[config.mk]
export PLATFORM = sky130hd
export DESIGN_NAME = mem_ctrl
export DESIGN_NICKNAME = d
export VERILOG_FILES = /design/src/rtl/mem_ctrl.sv
export SDC_FILE = /design/constraint.sdc
export NUM_CORES = 1
export LEC_CHECK = 0
export CORE_MARGIN = 2
export CORE_UTILIZATION = 35
export CTS_CLUSTER_SIZE = 12
export DETAILED_ROUTE_END_ITERATION = 8
export SLEW_MARGIN = 20
export SYNTH_ARGS = -nofsm -noshare
export SYNTH_HDL_FRONTEND = slang
export SYNTH_SLANG_ARGS = --single-unit
[constraint.sdc]
create_clock -name clk -period 6.8 [get_ports clk]
set_clock_uncertainty 0.05 [all_clocks]
set_input_delay 1.36 -clock clk [delete_from_list [all_inputs] [get_ports clk]]
set_output_delay 1.36 -clock clk [all_outputs]
set_load 0.01 [all_outputs]
[src/rtl/mem_ctrl.sv]
// mem_ctrl: arbitrates load/store and fetch requests onto the byte-wide RAM.
// Accesses of 1/2/4 bytes are serialised little-endian, one byte per cycle.
module mem_ctrl #(
    parameter int unsigned       ADDR_W  = 32,
    parameter logic [ADDR_W-1:0] IO_PORT = 32'h30000
) (
    input  logic              clk,
    input  logic              rst,
    input  logic              rdy,
    input  logic              io_buffer_full,
    input  logic [7:0]        mem_din,
    output logic [7:0]        mem_dout,
    output logic [ADDR_W-1:0] mem_a,
    output logic              mem_wr,
    input  logic              ena_from_ls,
    input  logic [ADDR_W-1:0] addr_from_ls,
    input  logic [31:0]       data_from_ls,
    input  logic              wr_flag_from_ls,
    input  logic [2:0]        size_from_ls,
    output logic              ok_to_ls,
    output logic [31:0]       data_to_ls,
    input  logic              ena_from_if,
    input  logic [ADDR_W-1:0] addr_from_if,
    output logic              ok_to_if,
    output logic [31:0]       inst_to_if,
    input  logic              rollback_flag
);

    typedef enum logic [1:0] {IDLE, READ, WRITE} state_t;

    state_t            state_q, state_d;
    logic              ls_v_q, ls_v_d;
    logic [ADDR_W-1:0] ls_addr_q, ls_addr_d;
    logic [31:0]       ls_data_q, ls_data_d;
    logic              ls_wr_q, ls_wr_d;
    logic [2:0]        ls_size_q, ls_size_d;
    logic              if_v_q, if_v_d;
    logic [ADDR_W-1:0] if_addr_q, if_addr_d;
    logic [ADDR_W-1:0] op_addr_q, op_addr_d;
    logic [31:0]       op_data_q, op_data_d;
    logic [2:0]        op_size_q, op_size_d;
    logic              op_if_q, op_if_d;
    logic [2:0]        cnt_q, cnt_d;
    logic [2:0]        rx_q, rx_d;
    logic              rd_bus_q, rd_bus_d;
    logic              din_v_q, din_v_d;
    logic [31:0]       rdata_q, rdata_d;
    logic [ADDR_W-1:0] mem_a_q, mem_a_d;
    logic [7:0]        mem_dout_q, mem_dout_d;
    logic              mem_wr_q, mem_wr_d;
    logic              ok_ls_q, ok_ls_d;
    logic              ok_if_q, ok_if_d;
    logic [31:0]       data_ls_q, data_ls_d;
    logic [31:0]       inst_q, inst_d;
    logic              start, st_wr, stall;

    // I/O writes stall while the UART buffer is full
    assign stall = (state_q == WRITE) && io_buffer_full &&
                   (op_addr_q[17:16] == IO_PORT[17:16]);

    assign mem_a      = mem_a_q;
    assign mem_dout   = mem_dout_q;
    assign mem_wr     = mem_wr_q & rdy & ~stall;
    assign ok_to_ls   = ok_ls_q;
    assign ok_to_if   = ok_if_q;
    assign data_to_ls = data_ls_q;
    assign inst_to_if = inst_q;

    always_comb begin
        state_d    = state_q;
        op_addr_d  = op_addr_q;
        op_data_d  = op_data_q;
        op_size_d  = op_size_q;
        op_if_d    = op_if_q;
        cnt_d      = cnt_q;
        rx_d       = rx_q;
        rd_bus_d   = rd_bus_q;
        din_v_d    = din_v_q;
        rdata_d    = rdata_q;
        mem_a_d    = mem_a_q;
        mem_dout_d = mem_dout_q;
        mem_wr_d   = mem_wr_q;
        data_ls_d  = data_ls_q;
        inst_d     = inst_q;
        ok_ls_d    = 1'b0;
        ok_if_d    = 1'b0;
        start      = 1'b0;
        st_wr      = 1'b0;

        // a new pulse overwrites its slot and is visible to IDLE at once
        ls_v_d    = ena_from_ls | ls_v_q;
        ls_addr_d = ena_from_ls ? addr_from_ls : ls_addr_q;
        ls_data_d = ena_from_ls ? data_from_ls : ls_data_q;
        ls_wr_d   = ena_from_ls ? wr_flag_from_ls : ls_wr_q;
        ls_size_d = ena_from_ls ? size_from_ls : ls_size_q;
        if_v_d    = ena_from_if | if_v_q;
        if_addr_d = ena_from_if ? addr_from_if : if_addr_q;

        if (rollback_flag) begin
            if (!ls_wr_d) ls_v_d = 1'b0;
            if_v_d = 1'b0;
        end

        unique case (state_q)
            IDLE: begin
                if (ls_v_d) begin
                    ls_v_d    = 1'b0;
                    start     = 1'b1;
                    st_wr     = ls_wr_d;
                    op_if_d   = 1'b0;
                    op_addr_d = ls_addr_d;
                    op_data_d = ls_data_d;
                    op_size_d = ls_size_d;
                end else if (if_v_d) begin
                    if_v_d    = 1'b0;
                    start     = 1'b1;
                    op_if_d   = 1'b1;
                    op_addr_d = if_addr_d;
                    op_size_d = 3'd4;
                end
                if (start) begin
                    cnt_d   = 3'd1;
                    rx_d    = 3'd0;
                    rdata_d = 32'd0;
                    din_v_d = 1'b0;
                    mem_a_d = op_addr_d;
                    if (st_wr) begin
                        state_d    = WRITE;
                        mem_wr_d   = 1'b1;
                        mem_dout_d = op_data_d[7:0];
                    end else begin
                        state_d  = READ;
                        rd_bus_d = 1'b1;
                    end
                end
            end
            READ: begin
                din_v_d  = rd_bus_q;
                rd_bus_d = cnt_q < op_size_q;
                if (rd_bus_d) begin
                    mem_a_d = op_addr_q + ADDR_W'(cnt_q);
                    cnt_d   = cnt_q + 3'd1;
                end
                if (din_v_q) begin
                    rdata_d = rdata_q | (32'(mem_din) << {rx_q, 3'b000});
                    rx_d    = rx_q + 3'd1;
                    if (rx_q == op_size_q - 3'd1) begin
                        state_d  = IDLE;
                        rd_bus_d = 1'b0;
                        din_v_d  = 1'b0;
                        if (op_if_q) begin
                            ok_if_d = 1'b1;
                            inst_d  = rdata_d;
                        end else begin
                            ok_ls_d   = 1'b1;
                            data_ls_d = rdata_d;
                        end
                    end
                end
                // a squashed read stops where it is and reports nothing
                if (rollback_flag) begin
                    state_d   = IDLE;
                    rd_bus_d  = 1'b0;
                    din_v_d   = 1'b0;
                    mem_a_d   = mem_a_q;
                    ok_ls_d   = 1'b0;
                    ok_if_d   = 1'b0;
                    data_ls_d = data_ls_q;
                    inst_d    = inst_q;
                end
            end
            WRITE: begin
                if (!stall) begin
                    if (cnt_q == op_size_q) begin
                        state_d  = IDLE;
                        mem_wr_d = 1'b0;
                        ok_ls_d  = 1'b1;
                    end else begin
                        mem_a_d    = op_addr_q + ADDR_W'(cnt_q);
                        mem_dout_d = 8'(op_data_q >> {cnt_q, 3'b000});
                        cnt_d      = cnt_q + 3'd1;
                    end
                end
            end
            default: begin
                state_d  = IDLE;
                mem_wr_d = 1'b0;
            end
        endcase
    end

    always_ff @(posedge clk) begin
        if (!rst) begin
            state_q    <= IDLE;
            ls_v_q     <= 1'b0;
            ls_addr_q  <= '0;
            ls_data_q  <= '0;
            ls_wr_q    <= 1'b0;
            ls_size_q  <= '0;
            if_v_q     <= 1'b0;
            if_addr_q  <= '0;
            op_addr_q  <= '0;
            op_data_q  <= '0;
            op_size_q  <= '0;
            op_if_q    <= 1'b0;
            cnt_q      <= '0;
            rx_q       <= '0;
            rd_bus_q   <= 1'b0;
            din_v_q    <= 1'b0;
            rdata_q    <= '0;
            mem_a_q    <= '0;
            mem_dout_q <= '0;
            mem_wr_q   <= 1'b0;
            ok_ls_q    <= 1'b0;
            ok_if_q    <= 1'b0;
            data_ls_q  <= '0;
            inst_q     <= '0;
        end else if (rdy) begin
            state_q    <= state_d;
            ls_v_q     <= ls_v_d;
            ls_addr_q  <= ls_addr_d;
            ls_data_q  <= ls_data_d;
            ls_wr_q    <= ls_wr_d;
            ls_size_q  <= ls_size_d;
            if_v_q     <= if_v_d;
            if_addr_q  <= if_addr_d;
            op_addr_q  <= op_addr_d;
            op_data_q  <= op_data_d;
            op_size_q  <= op_size_d;
            op_if_q    <= op_if_d;
            cnt_q      <= cnt_d;
            rx_q       <= rx_d;
            rd_bus_q   <= rd_bus_d;
            din_v_q    <= din_v_d;
            rdata_q    <= rdata_d;
            mem_a_q    <= mem_a_d;
            mem_dout_q <= mem_dout_d;
            mem_wr_q   <= mem_wr_d;
            ok_ls_q    <= ok_ls_d;
            ok_if_q    <= ok_if_d;
            data_ls_q  <= data_ls_d;
            inst_q     <= inst_d;
        end
    end

endmodule

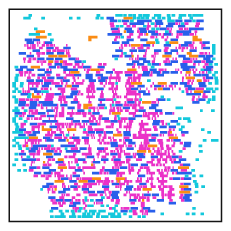
Figure 1: run 1, cell classes on the final placement.
Scale: 1 px per um.
- combinational and other logic: magenta (cells 1310; share of their area 44%)
- flops: blue (cells 319; share of their area 35%)
- other buffers and delay cells: cyan (cells 242; share of their area 13%)
- clock drivers and dummy loads: orange (cells 67; share of their area 6.9%)
sequential cell area share: 34.1%
Finished Core Util: 44.5%
core area: 42000 sq um

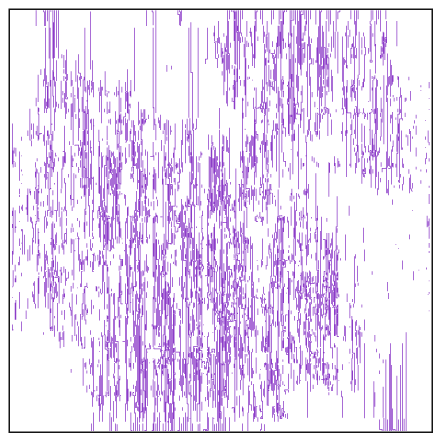
Figure 2: run 1, M2 wires.
Scale: 2 px per um.
- wire length on this layer: 21.7 mm
- share of all routed wire: 44%
Total Wirelength: 49.8 mm
met2 Usage GRT: 32.6%
DR vias: 13800

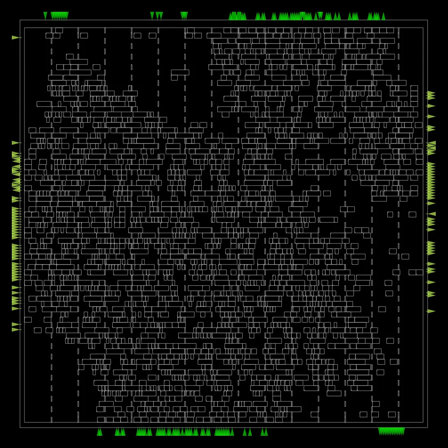
Figure 3: run 1, placement view.
Non-Filler Instances: 2477
Rows: 75

==> impl_metrics.tcl, run 1 <==
# yosys + openroad results
set metrics [dict create \
    setup_viol 0 \
    dp_cells 2409 \
    wl_per_cell_um 20.1 \
    place_area_sq_um 17400 \
    n_all_buffers 242 \
    n_all_inverters 30 \
    lay_top_cells "dfxtp_1 (319), nand2_1 (292), a21oi_1 (242), clkdlybuf4s50_1 (220), nor2_1 (160)" \
    synth-area-yosys_sq_um 15000 \
    yosysWarnings 0 \
    fp_util_pct 35.6 \
    yosysMostFrequentCell "dfxtp_1" \
    ff_type "dfxtp_1" \
    top_power_group "the clock network" \
    r2r_start "cnt_q[1]$_SDFFE_PN0P_" \
    xor_area_share_pct 0.912 \
    log.warning_count 31 \
    worst_r2r_endpoint "mem_a[29]$_SDFFE_PN0P_" \
    combPwrFrac_pct 15.4 \
    drc 0 \
    top_area_cell "dfxtp_1" \
    cpPeakStageDelay_ns 0.94 \
    grt_pass1_vias 12700 \
    top_area_cell_class "logic gates" \
    power.switching_uw 1340 \
    edf_count 0 \
    synth_cells 1788 \
    yosysUniqueCellTypes 79 \
    flop-count 319 \
    startpoint "rdy" \
    finalSetupTns_ns 0 \
    yosys.area.top_type_share_pct 42.7 \
    die_width_um 211 \
    hpwl_mm 34.7 \
    synth_flops 319 \
    outcome "finished, final reports clean" \
]
## run 1: layer usage
metal  GRT usage (%)  wire length (um)  share of wire, %  vias to the layer above
li1                -                 -                 -                     6654
met1            31.4             23200                47                     6566
met2            32.6             21700                43                      466
met3            3.58              3390               6.8                       69
met4            8.04              1490               3.0                        2
met5               0                13             0.026                        -
## run 1: state kept, by name (all words and copies together), names as in the netlist, 2 cells and up
name,count
cnt_q,3
data_to_ls,32
if_addr_q,32
inst_to_if,32
ls_addr_q,32
ls_data_q,32
ls_size_q,3
mem_a,32
mem_dout,8
op_addr_q,32
op_data_q,32
op_size_q,3
rdata_q,32
rx_q,3
state_q,2
## run 1: critical path, delay by kind of cell
family,cells,cell delay [ns]
buf+inv,2,1.51
simple gates,1,0.27
==> run 1 -> run 2 <==
Clock period 6.8 ns to 4.5 ns, I/O delays scaled along.
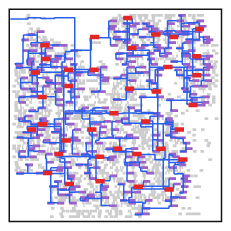
Figure 4: run 2, routed clock nets over the placement.
Scale: 1 px per um.
- flip-flops: purple (count 319)
- clock drivers: red (count 37)
- clock wires: blue (length 4540 um)
- flops lie: spread over the die
- routed clock nets: 38
Skew-Pair Late Insertion Delay: 0.55 ns
Clock group: 3050 uW

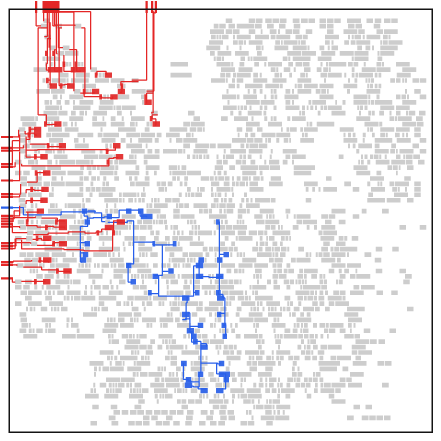
Figure 5: run 2, I/O nets highlighted.
Scale: 2 px per um.
- `rollback_flag`: blue (bits 1; direction input; edge left; end cells 46; buffers 4; wire 499 um)
- `data_from_ls`: red (bits 32; direction input; edge 19 left, 13 top; end cells 64; buffers 32; wire 1260 um)

==> run 2 against run 1 <==
Effect of this change:
- clock power is 49% higher
- sequential share of layout area decreased by 0.13 points
- area after synthesis unchanged
- largest cell class unchanged
- highest routed layer unchanged
- cell count up 0.40%
==> impl_metrics.tcl, run 2 <==
# yosys + openroad results
set metrics [dict create \
    cts.repair.resized 0 \
    wl_per_cell_um 19.6 \
    grt_util_met2_pct 32.9 \
    finalSetupTns_ns 0 \
    lay_top_cells "dfxtp_1 (319), nand2_1 (292), a21oi_1 (242), clkdlybuf4s50_1 (220), nor2_1 (160)" \
    coreArea_sq_um 42000 \
    fp_util_pct 35.6 \
    setup_viol 0 \
    cts_sinks 319 \
    finish.utilization_pct 44.7 \
    dp_cells 2423 \
    grt-busiest-layer "met2" \
    wl_met2_mm 21.5 \
    outcome "finished, final reports clean" \
    synth_flops 319 \
    cp.depth 5 \
    yosysUniqueCellTypes 79 \
    path_buffers 2 \
    grt_util_met1_pct 30.9 \
    place_area_sq_um 17600 \
    cpPeakStageDelay_ns 0.60 \
    hpwl_mm 34.1 \
    wl_met3_mm 3.36 \
    ff_type "dfxtp_1" \
    worst_r2r_endpoint "mem_a[20]$_SDFFE_PN0P_" \
    startpoint "state_q[0]$_SDFFE_PN0P_" \
    met1_length_mm 22.6 \
    yosysMostFrequentCell "dfxtp_1" \
    yosys.area.top_type_share_pct 42.7 \
    die_width_um 211 \
    vias_per_cell 5.51 \
    globalRouteMet3Util_pct 3.39 \
    drive_gt1_share_pct 8.62 \
    path_max_fanout 14 \
    routed_wl_mm 48.6 \
    vias 13700 \
    critPathTopFamily "simple AND/OR/NAND/NOR gates" \
    synth_cells 1788 \
    log.warning_count 29 \
    yosysWarnings 0 \
    grt_pass1_vias 12700 \
    edf_count 0 \
    r2r_start "cnt_q[1]$_SDFFE_PN0P_" \
    row_count 75 \
    power.switching_uw 2030 \
]
-- run 2: power groups by stage --
| stage | sequential [uW] | clock (uW) | combinational (uW) |
|---|---|---|---|
| after floorplan | 3100 | 0 | 672 |
| after global placement | 3120 | 0 | 1100 |
| after detailed placement | 3130 | 0 | 1110 |
| after CTS | 3070 | 3110 | 1120 |
| after global routing | 3080 | 3240 | 1220 |
| final | 3070 | 3050 | 1130 |
-- run 2: layout make-up --
cell class                 instances  area (sq um)
fill                            4129         23300
clock inverter                    14           174
tap                              539           674
multi-input combinational       1280          7870
sequential                       319          6390
clock buffer                      50          1040
timing repair buffer             255          2510
inverter                          30           118
-- run 2: cell families after synthesis --
family,synth area share [%]
compound gates,23.5
buf+inv,5.07
mux,8.63
flops,42.7
fa+ha+maj,1.22
simple gates,18.0
xor+xnor,0.912
Power is estimated from default activity; no workload was simulated.
